<file path="config.mk">
export PLATFORM = sky130hd
export DESIGN_NAME = dram_loader_flat
export DESIGN_NICKNAME = d
export VERILOG_FILES = /design/src/rtl/dram_loader_pkg.sv /design/src/rtl/dram_loader_if.sv /design/src/rtl/dram_entry_stage.sv /design/src/rtl/dram_loader.sv /design/src/flat_wrapper.sv
export SDC_FILE = /design/constraint.sdc
export NUM_CORES = 1
export LEC_CHECK = 0
export CAP_MARGIN = 5
export CORE_UTILIZATION = 40
export DETAILED_ROUTE_END_ITERATION = 10
export PLACE_DENSITY = 0.71
export SLEW_MARGIN = 40
export SYNTH_ARGS = -nofsm -noshare
export SYNTH_HDL_FRONTEND = slang
export SYNTH_SLANG_ARGS = --single-unit
</file>
<file path="constraint.sdc">
create_clock -name clk -period 2.1 [get_ports clk]
set_input_delay 0.42 -clock clk [delete_from_list [all_inputs] [get_ports clk]]
set_output_delay 0.42 -clock clk [all_outputs]
set_load 0.02 [all_outputs]
</file>
<file path="src/rtl/dram_loader_pkg.sv">
// Shared EBOX definitions for the dispatch RAM: diagnostic load function codes,
// entry packing, sizes and the entry parity rule.
package dram_loader_pkg;

  localparam int DRAM_SIZE  = 512;
  localparam int DRAM_WIDTH = 15;
  localparam int ADDR_W     = $clog2(DRAM_SIZE);

  typedef enum logic [2:0] {
    FN_ADDR_HI = 3'd0,
    FN_ADDR_LO = 3'd1,
    FN_AB      = 3'd2,
    FN_J1_4    = 3'd3,
    FN_COMMIT  = 3'd4,
    FN_FILL    = 3'd5,
    FN_CLEAR   = 3'd6,
    FN_NOP     = 3'd7
  } diag_func_e;

  // Most significant field first: A[0:2], B[0:2], P, J[1:4], J[7:10]
  typedef struct packed {
    logic [2:0] a;
    logic [2:0] b;
    logic       p;
    logic [3:0] j1_4;
    logic [3:0] j7_10;
  } dram_entry_t;

  typedef enum logic [2:0] {
    ST_IDLE,
    ST_WAIT,
    ST_WRITE,
    ST_READ,
    ST_CHECK
  } ld_state_e;

  // The IR checks odd parity over all 15 bits, so P completes an odd count.
  function automatic logic entry_parity(input logic [2:0] a, input logic [2:0] b,
                                        input logic [3:0] j1_4, input logic [3:0] j7_10);
    return ~^{a, b, j1_4, j7_10};
  endfunction

endpackage

</file>
<file path="src/rtl/dram_loader_if.sv">
// Diagnostic load and DRAM port signals between CTL, the loader and the DRAM.
// diag_data[5] carries EBUS data bit 0, diag_data[0] carries bit 5.
interface dram_loader_if;
  import dram_loader_pkg::*;

  logic                  diag_strobe;
  logic [2:0]            diag_func;
  logic [5:0]            diag_data;
  logic                  grant;
  logic [DRAM_WIDTH-1:0] dram_dout;
  logic [ADDR_W-1:0]     dram_addr;
  logic [DRAM_WIDTH-1:0] dram_din;
  logic                  dram_we;
  logic                  dram_req;
  logic                  busy;
  logic                  verify_err;
  logic                  overrun;
  logic [ADDR_W-1:0]     err_addr;

  modport master (
    output diag_strobe, diag_func, diag_data, grant, dram_dout,
    input  dram_addr, dram_din, dram_we, dram_req, busy, verify_err, overrun, err_addr
  );

  modport slave (
    input  diag_strobe, diag_func, diag_data, grant, dram_dout,
    output dram_addr, dram_din, dram_we, dram_req, busy, verify_err, overrun, err_addr
  );

endinterface

</file>
<file path="src/rtl/dram_entry_stage.sv">
// Staging register for one DRAM entry; presents the packed word with parity.
module dram_entry_stage
  import dram_loader_pkg::*;
(
  input  logic        clk,
  input  logic        reset,
  input  logic        i_load_ab,
  input  logic        i_load_j1_4,
  input  logic        i_load_j7_10,
  input  logic [5:0]  i_data,
  output dram_entry_t o_word
);

  logic [2:0] r_a;
  logic [2:0] r_b;
  logic [3:0] r_j1_4;
  logic [3:0] r_j7_10;

  always_ff @(posedge clk or posedge reset) begin
    if (reset) begin
      r_a     <= '0;
      r_b     <= '0;
      r_j1_4  <= '0;
      r_j7_10 <= '0;
    end else begin
      if (i_load_ab) begin
        r_a <= i_data[5:3];
        r_b <= i_data[2:0];
      end
      if (i_load_j1_4)  r_j1_4  <= i_data[5:2];
      if (i_load_j7_10) r_j7_10 <= i_data[5:2];
    end
  end

  always_comb begin
    o_word.a     = r_a;
    o_word.b     = r_b;
    o_word.j1_4  = r_j1_4;
    o_word.j7_10 = r_j7_10;
    o_word.p     = entry_parity(r_a, r_b, r_j1_4, r_j7_10);
  end

endmodule

</file>
<file path="src/rtl/dram_loader.sv">
// Diagnostic DRAM writer: stages entries from EBUS load functions, writes them
// (singly or as a whole-RAM fill) when the port is granted, and verifies by readback.
module dram_loader
  import dram_loader_pkg::*;
(
  input  logic          clk,
  input  logic          reset,
  dram_loader_if.slave  bus
);

  // state    | meaning
  // ST_IDLE  | accepting load functions
  // ST_WAIT  | port requested, waiting for grant
  // ST_WRITE | write strobe to current address
  // ST_READ  | readback address presented
  // ST_CHECK | readback data compared against staged word

  ld_state_e         r_state;
  ld_state_e         w_next;
  logic [ADDR_W-1:0] r_addr;
  logic [ADDR_W-1:0] r_err_addr;
  logic              r_autoinc;
  logic              r_fill;
  logic              r_verify_err;
  logic              r_overrun;
  dram_entry_t       w_word;
  diag_func_e        w_fn;
  logic              w_accept;
  logic              w_mismatch;
  logic              w_last;
  logic              w_clear;

  assign w_fn       = diag_func_e'(bus.diag_func);
  assign w_accept   = bus.diag_strobe && (r_state == ST_IDLE);
  assign w_clear    = w_accept && (w_fn == FN_CLEAR);
  assign w_mismatch = (r_state == ST_CHECK) && (bus.dram_dout != w_word);
  assign w_last     = (r_addr == ADDR_W'(DRAM_SIZE - 1));

  dram_entry_stage u_stage (
    .clk          (clk),
    .reset        (reset),
    .i_load_ab    (w_accept && (w_fn == FN_AB)),
    .i_load_j1_4  (w_accept && (w_fn == FN_J1_4)),
    .i_load_j7_10 (w_accept && (w_fn == FN_COMMIT)),
    .i_data       (bus.diag_data),
    .o_word       (w_word)
  );

  always_ff @(posedge clk or posedge reset) begin
    if (reset) r_state <= ST_IDLE;
    else       r_state <= w_next;
  end

  always_comb begin
    w_next = r_state;
    case (r_state)
      ST_IDLE:  if (w_accept && (w_fn == FN_COMMIT || w_fn == FN_FILL)) w_next = ST_WAIT;
      ST_WAIT:  if (bus.grant) w_next = ST_WRITE;
      ST_WRITE: w_next = ST_READ;
      ST_READ:  w_next = ST_CHECK;
      ST_CHECK: w_next = (r_fill && !w_last) ? ST_WAIT : ST_IDLE;
      default:  w_next = ST_IDLE;
    endcase
  end

  always_comb begin
    bus.dram_we  = (r_state == ST_WRITE);
    bus.dram_req = (r_state != ST_IDLE);
    bus.busy     = (r_state != ST_IDLE);
    bus.dram_din = (r_state == ST_IDLE) ? '0 : w_word;
  end

  // Address counter: the +1 wraps 511 -> 0 for both autoinc and the end of a fill.
  always_ff @(posedge clk or posedge reset) begin
    if (reset) begin
      r_addr    <= '0;
      r_autoinc <= 1'b0;
      r_fill    <= 1'b0;
    end else begin
      if (w_accept && w_fn == FN_ADDR_HI) begin
        r_addr[ADDR_W-1:3] <= bus.diag_data;
      end else if (w_accept && w_fn == FN_ADDR_LO) begin
        r_addr[2:0] <= bus.diag_data[5:3];
        r_autoinc   <= bus.diag_data[2];
      end else if (w_accept && w_fn == FN_FILL) begin
        r_addr <= '0;
      end else if (r_state == ST_CHECK && (r_fill || r_autoinc)) begin
        r_addr <= r_addr + ADDR_W'(1);
      end

      if (w_accept && w_fn == FN_FILL)                   r_fill <= 1'b1;
      else if (r_state == ST_CHECK && w_next == ST_IDLE) r_fill <= 1'b0;
    end
  end

  // A mismatch outranks a clear landing on the same edge.
  always_ff @(posedge clk or posedge reset) begin
    if (reset) begin
      r_verify_err <= 1'b0;
      r_overrun    <= 1'b0;
      r_err_addr   <= '0;
    end else begin
      if (w_mismatch)   r_verify_err <= 1'b1;
      else if (w_clear) r_verify_err <= 1'b0;

      if (w_mismatch && !r_verify_err) r_err_addr <= r_addr;
      else if (w_clear)                r_err_addr <= '0;

      if (bus.diag_strobe && r_state != ST_IDLE) r_overrun <= 1'b1;
      else if (w_clear)                          r_overrun <= 1'b0;
    end
  end

  assign bus.dram_addr  = r_addr;
  assign bus.verify_err = r_verify_err;
  assign bus.overrun    = r_overrun;
  assign bus.err_addr   = r_err_addr;

endmodule

</file>
<file path="src/flat_wrapper.sv">
// flat-port wrapper written by rule: the top's interface ports become plain ports
module dram_loader_flat import dram_loader_pkg::*;
  (clk, reset, bus_diag_strobe, bus_diag_func, bus_diag_data, bus_grant, bus_dram_dout, bus_dram_addr, bus_dram_din, bus_dram_we, bus_dram_req, bus_busy, bus_verify_err, bus_overrun, bus_err_addr);
  dram_loader_if bus_i ();
  input  logic clk;
  input  logic reset;
  input wire logic [$bits(bus_i.diag_strobe)-1:0] bus_diag_strobe;
  input wire logic [$bits(bus_i.diag_func)-1:0] bus_diag_func;
  input wire logic [$bits(bus_i.diag_data)-1:0] bus_diag_data;
  input wire logic [$bits(bus_i.grant)-1:0] bus_grant;
  input wire logic [$bits(bus_i.dram_dout)-1:0] bus_dram_dout;
  output wire logic [$bits(bus_i.dram_addr)-1:0] bus_dram_addr;
  output wire logic [$bits(bus_i.dram_din)-1:0] bus_dram_din;
  output wire logic [$bits(bus_i.dram_we)-1:0] bus_dram_we;
  output wire logic [$bits(bus_i.dram_req)-1:0] bus_dram_req;
  output wire logic [$bits(bus_i.busy)-1:0] bus_busy;
  output wire logic [$bits(bus_i.verify_err)-1:0] bus_verify_err;
  output wire logic [$bits(bus_i.overrun)-1:0] bus_overrun;
  output wire logic [$bits(bus_i.err_addr)-1:0] bus_err_addr;
  assign bus_i.diag_strobe = bus_diag_strobe;
  assign bus_i.diag_func = bus_diag_func;
  assign bus_i.diag_data = bus_diag_data;
  assign bus_i.grant = bus_grant;
  assign bus_i.dram_dout = bus_dram_dout;
  assign bus_dram_addr = bus_i.dram_addr;
  assign bus_dram_din = bus_i.dram_din;
  assign bus_dram_we = bus_i.dram_we;
  assign bus_dram_req = bus_i.dram_req;
  assign bus_busy = bus_i.busy;
  assign bus_verify_err = bus_i.verify_err;
  assign bus_overrun = bus_i.overrun;
  assign bus_err_addr = bus_i.err_addr;
  dram_loader u_core (.clk(clk), .reset(reset), .bus(bus_i));
endmodule
</file>
==> flow_metrics.env <==
# source this file to load flow results
export IMPL_post_route_min_period_ns=2.03
export IMPL_worst_path_max_fanout=13
export IMPL_crit_path_top_delay_cell="dfrtp_1"
export IMPL_clkLatencyLatePin_ns=0.29
export IMPL_seq_cells=39
export IMPL_drt_pass1_iter_count=4
export IMPL_power_leakage_nw=1.67
export IMPL_relSlewSlack_pct=67.2
export IMPL_io_pins=66
export IMPL_antenna_found_initial=0
export IMPL_grt_pass1_vias=2066
export IMPL_post_route_drc_count=0
export IMPL_core_area_um2=5680
export IMPL_grt_first_pass_wirelength_mm=10.1
export IMPL_port_buffers=65
export IMPL_n_antenna_cell=0
export IMPL_cts_sinks=39
export IMPL_yosysTopAreaCell="dfrtp_1"
export IMPL_status="complete, no violations"
export IMPL_ys_area_um2=2410
export IMPL_worstPathArrival_ns=1.61
export IMPL_fp_nets=275
export IMPL_ctsResizeCount=24
export IMPL_taps=72
export IMPL_clk_pin_slew_ns=0.07
## flip-flops by register name, summed over array words and instances (netlist names)
| signal | flops |
|---|---|
| u_core.r_autoinc | 1 |
| u_core.u_stage.r_b | 3 |
| u_core.u_stage.r_a | 3 |
| u_core.u_stage.r_j1_4 | 4 |
| u_core.r_fill | 1 |
| u_core.bus.err_addr | 9 |
| u_core.bus.overrun | 1 |
| u_core.u_stage.r_j7_10 | 4 |
| u_core.bus.verify_err | 1 |
| u_core.r_state | 3 |
| u_core.bus.dram_addr | 9 |
## synth_stat cells
library cell and n:
dfrtp_1 39, nand2_1 25, nor2_1 23, xor2_1 16, and2_1 14, a21oi_1 13, nor3_1 12, mux2_2 11
xnor2_1 11, a211o_1 10, clkbuf_1 5, o21a_1 5, o21ai_0 5, mux2_1 4, nand3_1 4, nand4_1 4
inv_1 3, nor4_1 3, a31oi_1 2, and3_1 2, buf_2 2, ha_1 2, nand2b_1 2, nor2_2 2
nor2b_1 2, nor4_4 2, o21ai_1 2, xnor2_2 2, xnor3_1 2, a21oi_2 1, a22o_1 1, a2bb2oi_2 1
a41o_1 1, and2_2 1, and3b_1 1, buf_4 1, buf_6 1, mux2i_1 1, nand3b_1 1, nor3b_1 1
nor4bb_1 1, o21ba_1 1, or2_2 1, or4b_4 1, xor3_1 1
## cell families (layout without fill, tap and decap cells)
kind of cell    after synthesis  in the layout  synth area share, %
simple gates                102            102                 22.6
compound gates               42             42                 12.0
flops                        39             39                 40.5
xor+xnor                     32             32                 14.0
mux                          16             16                 7.42
buf+inv                      12            117                 2.44
fa+ha+maj                     2              2                 1.04
## through the flow
stage	total power, mW	util (%)
after global routing	6.71	62.7
after CTS	6.18	61.7
after global placement	5.61	59.7
after detailed placement	5.71	59.7
after floorplan	3.93	-
final	6.28	62.7
## path summary, 6_finish.rpt
kind	startpoint	endpoint	slack [ns]	depth (start not counted)
min in group asynchronous	reset	u_core.u_stage.r_j1_4[3]	0.55	3
min	u_core.bus.verify_err	u_core.bus.verify_err	0.53	2
max reg2reg	u_core.r_state[1]	u_core.bus.dram_addr[3]	0.08	7
max in group asynchronous	reset	u_core.u_stage.r_b[1]	1.19	3
min reg2reg	u_core.bus.verify_err	u_core.bus.verify_err	0.53	2
max	u_core.r_state[2]	bus_dram_din[6]	0.07	5
## metal layers
layer  track usage [%]  vias up  routed length, um
li1                  -     1062                  -
met3              4.00        7                296
met2              34.4       62               3020
met5                 0        -                  0
met4              6.73        0                 67
met1              27.7     1013               2750
## worst min-delay path: stages (launching register included)
cell and delay (ns):
dfrtp_1 0.37, nand2_1 0.05, o21ai_1 0.07
## power by group through the flow
| stage | registers, mW | clock network (mW) | logic [mW] |
|---|---|---|---|
| global placement | 1.30 | 0 | 4.30 |
| floorplan | 1.46 | 0 | 2.47 |
| finish | 1.34 | 0.480 | 4.46 |
| detailed placement | 1.31 | 0 | 4.40 |
| CTS | 1.32 | 0.499 | 4.37 |
| global route | 1.38 | 0.542 | 4.78 |
## cells in the final DEF (no fill, tap or decap), types with 13 or more instances in the layout
master            n
buf_4            41
and2_1           14
dlygate4sd2_1    14
clkdlybuf4s50_1  47
nand2_1          25
a21oi_1          13
dfrtp_1          38
xor2_1           15
nor2_1           22
Figure 1. Gate families picked out.
The bar under the picture is 20 um long.
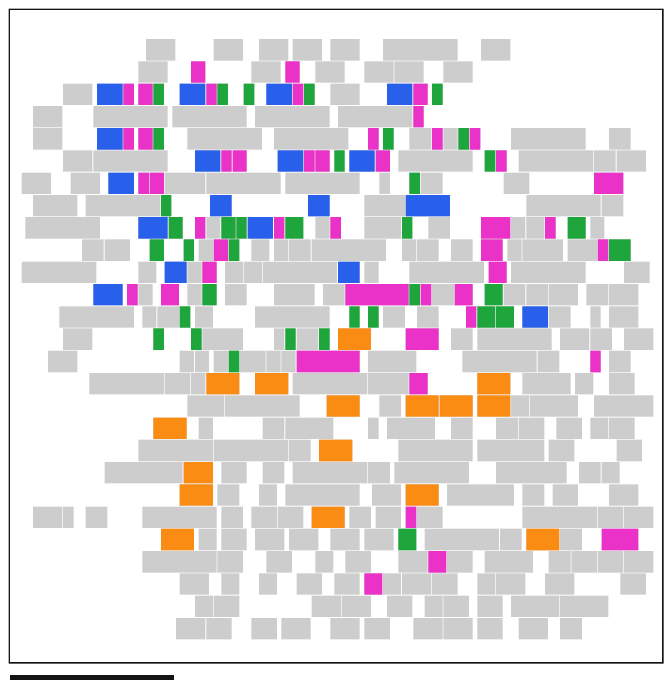
legend:
  blue:
    family: non-inverting ao/oa cells
    cells: 18
    most_used: a211o_1
  orange:
    family: mux cells
    cells: 16
    most_used: mux2_2
  magenta:
    family: nor cells
    cells: 46
    most_used: nor2_1
  green:
    family: nand cells
    cells: 36
    most_used: nand2_1
Comb area share: 40.7%
most frequent logic cell in the layout: clkdlybuf4s50_1

Figure 2. Met3 routing.
The bar under the picture is 20 um long.
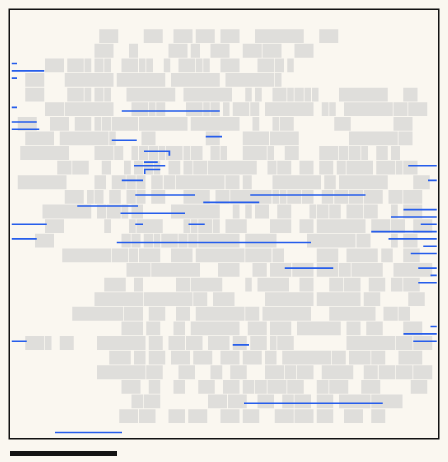
nets with wire on the layer: 38
main direction: horizontal

Figure 3. Layout detail.
The bar under the picture is 10 um long. Region (40, 0) to (80, 40) um. Cells in gray, sequential cells in the stronger gray; small squares are vias.
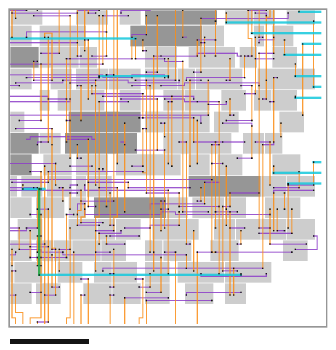
legend:
  orange:
    layer: metal 2
  purple:
    layer: metal 1
  green:
    layer: metal 4
  cyan:
    layer: metal 3
sequential cells in the window: 6
most frequent: clkdlybuf4s50_1 (14), buf_4 (14), xor2_1 (12)
cells with their middle in the window: 96
netlist names of flops here include: u_core.u_stage.r_j1_4 (3), u_core.u_stage.r_j7_10 (3)

Figure 4. M1 wires.
The bar under the picture is 20 um long. Supply wires on this layer in gray.
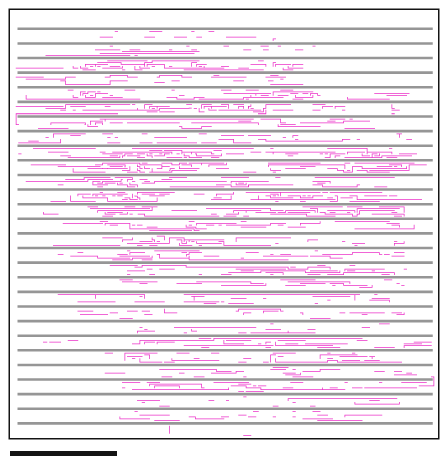
share of all routed wire: 45%
wire length on this layer: 2750 um

Power and IR drop assume default switching activity.
